**config.mk**
```make
export PLATFORM = sky130hd
export DESIGN_NAME = axi_mst_read_flat
export DESIGN_NICKNAME = d
export VERILOG_FILES = /design/src/rtl/axi_mst_pkg.sv /design/src/rtl/axi_mst_read_if.sv /design/src/rtl/fifo_axi.sv /design/src/rtl/axi_mst_read.sv /design/src/flat_wrapper.sv
export SDC_FILE = /design/constraint.sdc
export NUM_CORES = 1
export LEC_CHECK = 0
export CAP_MARGIN = 10
export CORE_MARGIN = 2
export CORE_UTILIZATION = 45
export DETAILED_ROUTE_END_ITERATION = 10
export PLACE_DENSITY_LB_ADDON = 0.05
export SYNTH_ARGS = -nofsm -noshare
export SYNTH_HDL_FRONTEND = slang
export SYNTH_SLANG_ARGS = --single-unit
```
**constraint.sdc**
```tcl
create_clock -name clk -period 8.9 [get_ports clk]
set_input_delay 1.335 -clock clk [delete_from_list [all_inputs] [get_ports clk]]
set_output_delay 1.335 -clock clk [all_outputs]
set_load 0.02 [all_outputs]
```
**src/rtl/axi_mst_pkg.sv**
```systemverilog
// axi_mst_pkg: AXI constants, FSM state type and size helper shared by the AXI masters.
package axi_mst_pkg;
    localparam logic [1:0] AXI_BURST_INCR = 2'b01;
    localparam logic [1:0] AXI_RESP_OKAY = 2'b00;

    typedef enum logic [2:0] {
        INIT_ST,
        READ_REGS_ST,
        INIT_ADDR_ST,
        INCR_ADDR_ST,
        ADDR_ST,
        DATA_ST,
        NBURST_ST,
        END_ST
    } rd_state_t;

    function automatic logic [2:0] axsize_from_bytes(input int bytes);
        return 3'($clog2(bytes));
    endfunction
endpackage

```
**src/rtl/axi_mst_read_if.sv**
```systemverilog
// axi_mst_read_if: AXI read address/data channels plus the AXI-Stream output of the read master.
interface axi_mst_read_if #(
    parameter int ID_WIDTH = 6,
    parameter int DATA_WIDTH = 64,
    parameter int B_BURST_LENGTH = 4
);
    logic [ID_WIDTH-1:0]       m_axi_arid;
    logic [31:0]               m_axi_araddr;
    logic [B_BURST_LENGTH-1:0] m_axi_arlen;
    logic [2:0]                m_axi_arsize;
    logic [1:0]                m_axi_arburst;
    logic [1:0]                m_axi_arlock;
    logic [3:0]                m_axi_arcache;
    logic [2:0]                m_axi_arprot;
    logic [3:0]                m_axi_arqos;
    logic                      m_axi_arvalid;
    logic                      m_axi_arready;
    logic [ID_WIDTH-1:0]       m_axi_rid;
    logic [DATA_WIDTH-1:0]     m_axi_rdata;
    logic [1:0]                m_axi_rresp;
    logic                      m_axi_rlast;
    logic                      m_axi_rvalid;
    logic                      m_axi_rready;
    logic                      m_axis_tready;
    logic [DATA_WIDTH-1:0]     m_axis_tdata;
    logic [DATA_WIDTH/8-1:0]   m_axis_tstrb;
    logic                      m_axis_tlast;
    logic                      m_axis_tvalid;

    modport master (
        output m_axi_arid, m_axi_araddr, m_axi_arlen, m_axi_arsize, m_axi_arburst, m_axi_arlock,
               m_axi_arcache, m_axi_arprot, m_axi_arqos, m_axi_arvalid, m_axi_rready,
               m_axis_tdata, m_axis_tstrb, m_axis_tlast, m_axis_tvalid,
        input  m_axi_arready, m_axi_rid, m_axi_rdata, m_axi_rresp, m_axi_rlast, m_axi_rvalid,
               m_axis_tready
    );

    modport slave (
        input  m_axi_arid, m_axi_araddr, m_axi_arlen, m_axi_arsize, m_axi_arburst, m_axi_arlock,
               m_axi_arcache, m_axi_arprot, m_axi_arqos, m_axi_arvalid, m_axi_rready,
               m_axis_tdata, m_axis_tstrb, m_axis_tlast, m_axis_tvalid,
        output m_axi_arready, m_axi_rid, m_axi_rdata, m_axi_rresp, m_axi_rlast, m_axi_rvalid,
               m_axis_tready
    );
endinterface

```
**src/rtl/fifo_axi.sv**
```systemverilog
// fifo_axi: first-word-fall-through FIFO; push while full is accepted when a pop frees a slot.
module fifo_axi #(
    parameter int WIDTH = 65,
    parameter int DEPTH = 16
) (
    input  logic             clk,
    input  logic             rstn,
    input  logic             wr_en,
    input  logic [WIDTH-1:0] din,
    input  logic             rd_en,
    output logic             full,
    output logic             empty,
    output logic [WIDTH-1:0] dout
);
    localparam int AW = $clog2(DEPTH);

    logic [WIDTH-1:0] mem_q [DEPTH];
    logic [AW-1:0]    wr_q, rd_q;
    logic [AW:0]      cnt_q;
    logic             push, pop;

    assign empty = cnt_q == '0;
    assign full  = cnt_q == (AW+1)'(DEPTH);
    assign pop   = rd_en && !empty;
    assign push  = wr_en && (!full || pop);
    assign dout  = mem_q[rd_q];

    always_ff @(posedge clk) begin
        if (push) mem_q[wr_q] <= din;
    end

    always_ff @(posedge clk) begin
        if (!rstn) begin
            wr_q  <= '0;
            rd_q  <= '0;
            cnt_q <= '0;
        end else begin
            wr_q  <= push ? wr_q + 1'b1 : wr_q;
            rd_q  <= pop ? rd_q + 1'b1 : rd_q;
            cnt_q <= cnt_q + (AW+1)'(push) - (AW+1)'(pop);
        end
    end
endmodule

```
**src/rtl/axi_mst_read.sv**
```systemverilog
// axi_mst_read: issues NBURST fixed-length INCR read bursts, one at a time, and streams the beats out over AXIS.
module axi_mst_read
    import axi_mst_pkg::*;
#(
    parameter int ID_WIDTH = 6,
    parameter int DATA_WIDTH = 64,
    parameter int BURST_LENGTH = 7,
    parameter int B_BURST_LENGTH = 4
) (
    input  logic                clk,
    input  logic                rst,
    axi_mst_read_if.master      m,
    input  logic                START_REG,
    input  logic [31:0]         ADDR_REG,
    input  logic [31:0]         NBURST_REG,
    output logic                IDLE_REG,
    output logic                ERR_REG
);
    localparam logic [31:0] BURST_BYTES = 32'((BURST_LENGTH + 1) * DATA_WIDTH / 8);
    localparam logic [B_BURST_LENGTH-1:0] LAST_BEAT = B_BURST_LENGTH'(BURST_LENGTH);

    rd_state_t                 state_q;
    logic [31:0]               base_q, nburst_q, burst_q, araddr_q;
    logic [B_BURST_LENGTH-1:0] beat_q;
    logic                      arvalid_q, err_q;
    logic                      fifo_full, fifo_empty;
    logic [DATA_WIDTH:0]       fifo_dout;
    logic                      beat_ok, last_beat, final_beat;
    logic                      unused_rid;

    assign unused_rid = ^m.m_axi_rid;
    assign beat_ok    = m.m_axi_rvalid && m.m_axi_rready;
    assign last_beat  = beat_q == LAST_BEAT;
    assign final_beat = last_beat && (burst_q + 32'd1 == nburst_q);

    assign m.m_axi_arid    = '0;
    assign m.m_axi_araddr  = araddr_q;
    assign m.m_axi_arlen   = LAST_BEAT;
    assign m.m_axi_arsize  = axsize_from_bytes(DATA_WIDTH / 8);
    assign m.m_axi_arburst = AXI_BURST_INCR;
    assign m.m_axi_arlock  = '0;
    assign m.m_axi_arcache = '0;
    assign m.m_axi_arprot  = '0;
    assign m.m_axi_arqos   = '0;
    assign m.m_axi_arvalid = arvalid_q;
    assign m.m_axi_rready  = (state_q == DATA_ST) && !fifo_full;
    assign m.m_axis_tvalid = !fifo_empty;
    assign m.m_axis_tdata  = fifo_dout[DATA_WIDTH-1:0];
    assign m.m_axis_tlast  = fifo_dout[DATA_WIDTH] && !fifo_empty;
    assign m.m_axis_tstrb  = '1;
    assign IDLE_REG        = state_q == INIT_ST;
    assign ERR_REG         = err_q;

    always_ff @(posedge clk) begin
        if (rst) begin
            state_q   <= INIT_ST;
            base_q    <= '0;
            nburst_q  <= '0;
            burst_q   <= '0;
            araddr_q  <= '0;
            beat_q    <= '0;
            arvalid_q <= 1'b0;
            err_q     <= 1'b0;
        end else begin
            case (state_q)
                INIT_ST: if (START_REG) state_q <= READ_REGS_ST;
                READ_REGS_ST: begin
                    base_q   <= ADDR_REG;
                    nburst_q <= NBURST_REG;
                    burst_q  <= '0;
                    err_q    <= 1'b0;
                    state_q  <= NBURST_REG == '0 ? END_ST : INIT_ADDR_ST;
                end
                INIT_ADDR_ST: begin
                    araddr_q  <= base_q;
                    arvalid_q <= 1'b1;
                    state_q   <= ADDR_ST;
                end
                INCR_ADDR_ST: begin
                    araddr_q  <= araddr_q + BURST_BYTES;
                    arvalid_q <= 1'b1;
                    state_q   <= ADDR_ST;
                end
                ADDR_ST: begin
                    beat_q <= '0;
                    if (m.m_axi_arready) begin
                        arvalid_q <= 1'b0;
                        state_q   <= DATA_ST;
                    end
                end
                // Beat counting follows our own counter; a misplaced rlast only flags an error.
                DATA_ST: if (beat_ok) begin
                    if (m.m_axi_rresp != AXI_RESP_OKAY || m.m_axi_rlast != last_beat) err_q <= 1'b1;
                    if (last_beat) begin
                        burst_q <= burst_q + 32'd1;
                        state_q <= NBURST_ST;
                    end else begin
                        beat_q <= beat_q + 1'b1;
                    end
                end
                NBURST_ST: state_q <= burst_q == nburst_q ? END_ST : INCR_ADDR_ST;
                END_ST: if (!START_REG && fifo_empty) state_q <= INIT_ST;
                default: state_q <= INIT_ST;
            endcase
        end
    end

    fifo_axi #(.WIDTH(DATA_WIDTH + 1), .DEPTH(16)) u_fifo (
        .clk  (clk),
        .rstn (~rst),
        .wr_en(beat_ok),
        .din  ({final_beat, m.m_axi_rdata}),
        .rd_en(m.m_axis_tvalid && m.m_axis_tready),
        .full (fifo_full),
        .empty(fifo_empty),
        .dout (fifo_dout)
    );
endmodule

```
**src/flat_wrapper.sv**
```systemverilog
// flat-port wrapper written by rule: the top's interface ports become plain ports
module axi_mst_read_flat import axi_mst_pkg::*;
#(
    parameter int ID_WIDTH = 6,
    parameter int DATA_WIDTH = 64,
    parameter int BURST_LENGTH = 7,
    parameter int B_BURST_LENGTH = 4
)
  (clk, rst, START_REG, ADDR_REG, NBURST_REG, IDLE_REG, ERR_REG, m_m_axi_arid, m_m_axi_araddr, m_m_axi_arlen, m_m_axi_arsize, m_m_axi_arburst, m_m_axi_arlock, m_m_axi_arcache, m_m_axi_arprot, m_m_axi_arqos, m_m_axi_arvalid, m_m_axi_rready, m_m_axis_tdata, m_m_axis_tstrb, m_m_axis_tlast, m_m_axis_tvalid, m_m_axi_arready, m_m_axi_rid, m_m_axi_rdata, m_m_axi_rresp, m_m_axi_rlast, m_m_axi_rvalid, m_m_axis_tready);
  axi_mst_read_if #(.ID_WIDTH(ID_WIDTH), .DATA_WIDTH(DATA_WIDTH), .B_BURST_LENGTH(B_BURST_LENGTH)) m_i ();
  input  logic clk;
  input  logic rst;
  input  logic START_REG;
  input  logic [31:0] ADDR_REG;
  input  logic [31:0] NBURST_REG;
  output logic IDLE_REG;
  output logic ERR_REG;
  output wire logic [$bits(m_i.m_axi_arid)-1:0] m_m_axi_arid;
  output wire logic [$bits(m_i.m_axi_araddr)-1:0] m_m_axi_araddr;
  output wire logic [$bits(m_i.m_axi_arlen)-1:0] m_m_axi_arlen;
  output wire logic [$bits(m_i.m_axi_arsize)-1:0] m_m_axi_arsize;
  output wire logic [$bits(m_i.m_axi_arburst)-1:0] m_m_axi_arburst;
  output wire logic [$bits(m_i.m_axi_arlock)-1:0] m_m_axi_arlock;
  output wire logic [$bits(m_i.m_axi_arcache)-1:0] m_m_axi_arcache;
  output wire logic [$bits(m_i.m_axi_arprot)-1:0] m_m_axi_arprot;
  output wire logic [$bits(m_i.m_axi_arqos)-1:0] m_m_axi_arqos;
  output wire logic [$bits(m_i.m_axi_arvalid)-1:0] m_m_axi_arvalid;
  output wire logic [$bits(m_i.m_axi_rready)-1:0] m_m_axi_rready;
  output wire logic [$bits(m_i.m_axis_tdata)-1:0] m_m_axis_tdata;
  output wire logic [$bits(m_i.m_axis_tstrb)-1:0] m_m_axis_tstrb;
  output wire logic [$bits(m_i.m_axis_tlast)-1:0] m_m_axis_tlast;
  output wire logic [$bits(m_i.m_axis_tvalid)-1:0] m_m_axis_tvalid;
  input wire logic [$bits(m_i.m_axi_arready)-1:0] m_m_axi_arready;
  input wire logic [$bits(m_i.m_axi_rid)-1:0] m_m_axi_rid;
  input wire logic [$bits(m_i.m_axi_rdata)-1:0] m_m_axi_rdata;
  input wire logic [$bits(m_i.m_axi_rresp)-1:0] m_m_axi_rresp;
  input wire logic [$bits(m_i.m_axi_rlast)-1:0] m_m_axi_rlast;
  input wire logic [$bits(m_i.m_axi_rvalid)-1:0] m_m_axi_rvalid;
  input wire logic [$bits(m_i.m_axis_tready)-1:0] m_m_axis_tready;
  assign m_m_axi_arid = m_i.m_axi_arid;
  assign m_m_axi_araddr = m_i.m_axi_araddr;
  assign m_m_axi_arlen = m_i.m_axi_arlen;
  assign m_m_axi_arsize = m_i.m_axi_arsize;
  assign m_m_axi_arburst = m_i.m_axi_arburst;
  assign m_m_axi_arlock = m_i.m_axi_arlock;
  assign m_m_axi_arcache = m_i.m_axi_arcache;
  assign m_m_axi_arprot = m_i.m_axi_arprot;
  assign m_m_axi_arqos = m_i.m_axi_arqos;
  assign m_m_axi_arvalid = m_i.m_axi_arvalid;
  assign m_m_axi_rready = m_i.m_axi_rready;
  assign m_m_axis_tdata = m_i.m_axis_tdata;
  assign m_m_axis_tstrb = m_i.m_axis_tstrb;
  assign m_m_axis_tlast = m_i.m_axis_tlast;
  assign m_m_axis_tvalid = m_i.m_axis_tvalid;
  assign m_i.m_axi_arready = m_m_axi_arready;
  assign m_i.m_axi_rid = m_m_axi_rid;
  assign m_i.m_axi_rdata = m_m_axi_rdata;
  assign m_i.m_axi_rresp = m_m_axi_rresp;
  assign m_i.m_axi_rlast = m_m_axi_rlast;
  assign m_i.m_axi_rvalid = m_m_axi_rvalid;
  assign m_i.m_axis_tready = m_m_axis_tready;
  axi_mst_read #(.ID_WIDTH(ID_WIDTH), .DATA_WIDTH(DATA_WIDTH), .BURST_LENGTH(BURST_LENGTH), .B_BURST_LENGTH(B_BURST_LENGTH)) u_core (.clk(clk), .rst(rst), .m(m_i), .START_REG(START_REG), .ADDR_REG(ADDR_REG), .NBURST_REG(NBURST_REG), .IDLE_REG(IDLE_REG), .ERR_REG(ERR_REG));
endmodule
```
==> Slide: Implementation Results <==
Synthesis and Place & Route Summary

Synthesis
  – # Cells Yosys: ~2,500
  – Main flop type after synthesis: edfxtp_1
  – Synth Area per Inst: 18.9 um2
  – FF+latch count, synth: 1,194
  – Post-synth ARST share: 0%
  – Cells after synthesis: 2,493
  – Post-Syn Area: 47,000 um2

Die
  – Die Area: 107,000 um2
  – Fp_density: a little under half
  – Total I/O pin count: 281

Route
  – Met2 routed WL: 54.2 mm
  – Final ANT Viol Nets: 0
  – Post-Route M1 WL: 46.9 mm
  – Initial DRC count: ~2,000
  – Via/cell ratio: between 5 and 6

CTS
  – Worst skew pair latency: 730 ps
  – CTS tree: yes
  – Clk sink count: 1,194
  – CTS Root Buffer Type: clkbuf_16
  – H-tree depth: 4
  – Cts bufs inserted: 132

Run status
  – Outcome: complete, no violations

Power and ir drop
  – Pwr Total: 14.2 mW

Layout
  – Top cell excl fill/tap: edfxtp_1
  – Final net count: 2,931
  – Top Layout Cells: 1,040 x edfxtp_1, 325 x mux4_2, 237 x clkdlybuf4s50_1

Run
  – Max-Cap Viols: 0

Setup path
  – Reg2Reg Depth: 6
  – Buffers & Inverters on Critical Path: 2
  – Worst EP required: 7570 ps
  – Worst-path fanout max: 144
  – FF-to-FF End: u_core.u_fifo.mem_q[15][8]
  – Critical Path Most Common Cell: mux4_2
  – Sequence of cells on the critical path: buf_12 -> mux4_2 -> mux4_2 -> and2_1 -> clkdlybuf4s50_1
  – Delay-heaviest family, CP: buffers and inverters

Worst hold path
  – Hold path start: u_core.base_q[31]
  – Hold crit path type: flop to flop
  – Hold endpoint: u_core.base_q[31]

Timing
  – Period minus WS final: 5760 ps
  – Setup violators final: 0
  – Hold_ws: 455 ps
  – Final WS setup: 3140 ps
  – Clk_skew: 22.0 ps

GRT
  – Vias in the first global route: 25,000
  – GR Overflow Total: 0
## registers in the layout, summed over array words and instances (netlist names), named ones only
register                count
u_core.u_fifo.wr_q          4
u_core.base_q              32
u_core.u_fifo.rd_q          4
u_core.ERR_REG              1
u_core.beat_q               4
u_core.m.m_axi_araddr      32
u_core.u_fifo.mem_q      1040
u_core.u_fifo.cnt_q         5
u_core.m.m_axi_arvalid      1
u_core.state_q              3
u_core.nburst_q            32
u_core.burst_q             32
## stage by stage
step                cells  util [%]
global placement     4019      49.2
CTS                  4242      53.0
floorplan            2527         -
global route         4243      53.0
detailed placement   4019      49.2
finish               4243      53.0
## cell type report
class                   count  area, um2  area share (%)
well taps                1380       1730            3.14
clock inverters            58        447           0.813
repair buffers            286       2770            5.03
inverters                  14       52.6          0.0956
flip-flops and latches   1194      34300            62.5
multi-input cells        1145      12100            22.0
clock buffers             165       3560            6.48
diodes                      1       2.50         0.00455
## worst register-to-register path: cells and delay by family (launching register included)
family        cells  cell delay (ps)
simple gates      4             1930
flops             1              640
buf+inv           2             1190
## where the power goes
| group | internal [mW] | switching [mW] |
|---|---|---|
| clock | 2.95 | 2.11 |
| combinational | 1.37 | 1.39 |
| sequential | 6.21 | 0.167 |
## worst max path at each step
stage	startpoint	endpoint	slack (ps)	cells after the start
finish	flop	m_m_axis_tlast	3140	5
global route	flop	m_m_axis_tlast	2950	5
CTS	flop	m_m_axis_tlast	3080	5
detailed placement	m_m_axi_rvalid	u_core.u_fifo.mem_q[15][28]	3750	6
global placement	m_m_axi_rvalid	u_core.u_fifo.mem_q[15][31]	3760	6
floorplan	m_m_axi_rvalid	u_core.u_fifo.mem_q[3][0]	2010	4
## synthesized netlist by cell type (7+ instances only)
cell type	n	area share [%]
nor2_1	86	0.69
a31oi_1	9	0.12
a22oi_1	10	0.16
xnor2_1	40	0.75
clkbuf_1	105	0.84
o21ai_0	37	0.39
edfxtp_1	1040	66
a21oi_1	109	1.2
and2_1	7	0.093
and3_1	14	0.19
nor4_1	15	0.20
inv_1	14	0.11
nand3_1	31	0.33
buf_1	22	0.18
dfxtp_1	154	6.6
xor2_1	36	0.67
nor2b_1	7	0.093
nand2b_1	9	0.12
a2111oi_0	8	0.15
mux4_2	325	16
nor3_1	18	0.19
buf_4	41	0.65
mux2i_1	12	0.26
a211oi_1	7	0.11
or3_1	14	0.19
ha_1	14	0.37
nand4_1	23	0.31
nand2_1	207	1.7
## logic make-up (layout without fill, tap and decap cells)
logic type,after synthesis,count (layout),synth area share [%]
AOI/OAI and AO/OA,210,210,2.61
xor gates and xnor gates,76,76,1.42
adders and majority gates,15,15,0.415
buffers and inverters,188,523,1.86
DFF,1194,1194,73.0
muxes,338,338,15.8
other,2,37,0.0160
and+or+nand+nor,470,470,4.86
## layer usage
metal | vias to the layer above | track usage [%]
met5 | - | 0
met4 | 16 | 6.39
met3 | 192 | 4.26
met2 | 660 | 34.1
met1 | 12800 | 28.4
li1 | 10500 | -
Fig. 1: track usage over the die
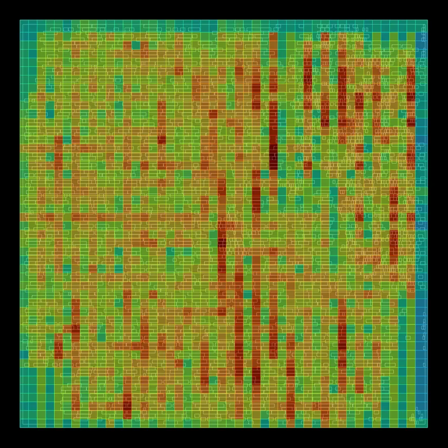
GR peak layer: met2
Core Util, Final: 53.0%

Fig. 2: wiring heat map
The die is cut into 33 by 33 equal tiles; white is low, dark blue is high, scaled to the fullest tile. Values are wire area over tile area, all layers added.
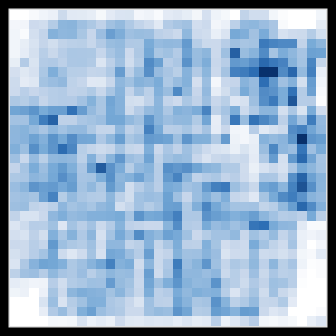
mean over tiles: 0.16
fullest tile: 0.47
nearly empty tiles: 3.4%

Fig. 3: zoomed window
Bar = 5 um. Window x 235 to 255, y 235 to 255 um. Cells in gray, sequential cells in the stronger gray; small squares are vias.
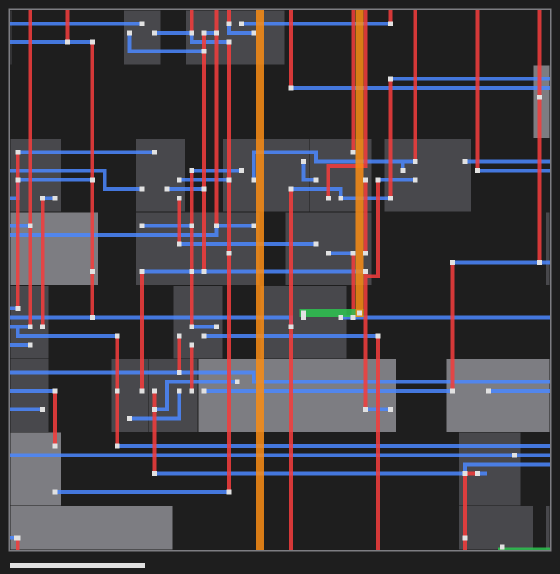
| layer | color |
|---|---|
| M1 | blue |
| M3 | green |
| M4 | orange |
| M2 | red |
cells with their middle in the window: 19
sequential cells in the window: 3
most frequent: xor2_1 (3), dfxtp_1 (3)

Fig. 4: the metal 1 layer
Bar = 100 um. Cells faint in the background.
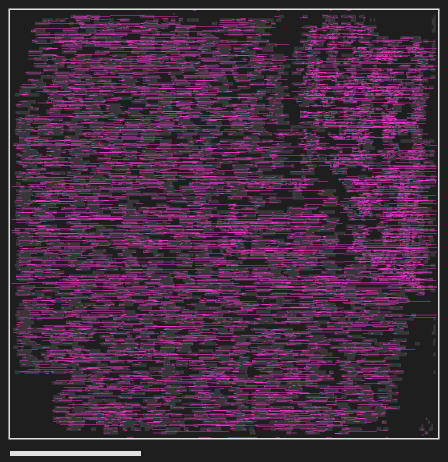
wire length on this layer: 46.9 mm
share of all routed wire: 43%
nets with wire on the layer: 2,739
main direction: horizontal

Power and IR drop assume default switching activity.
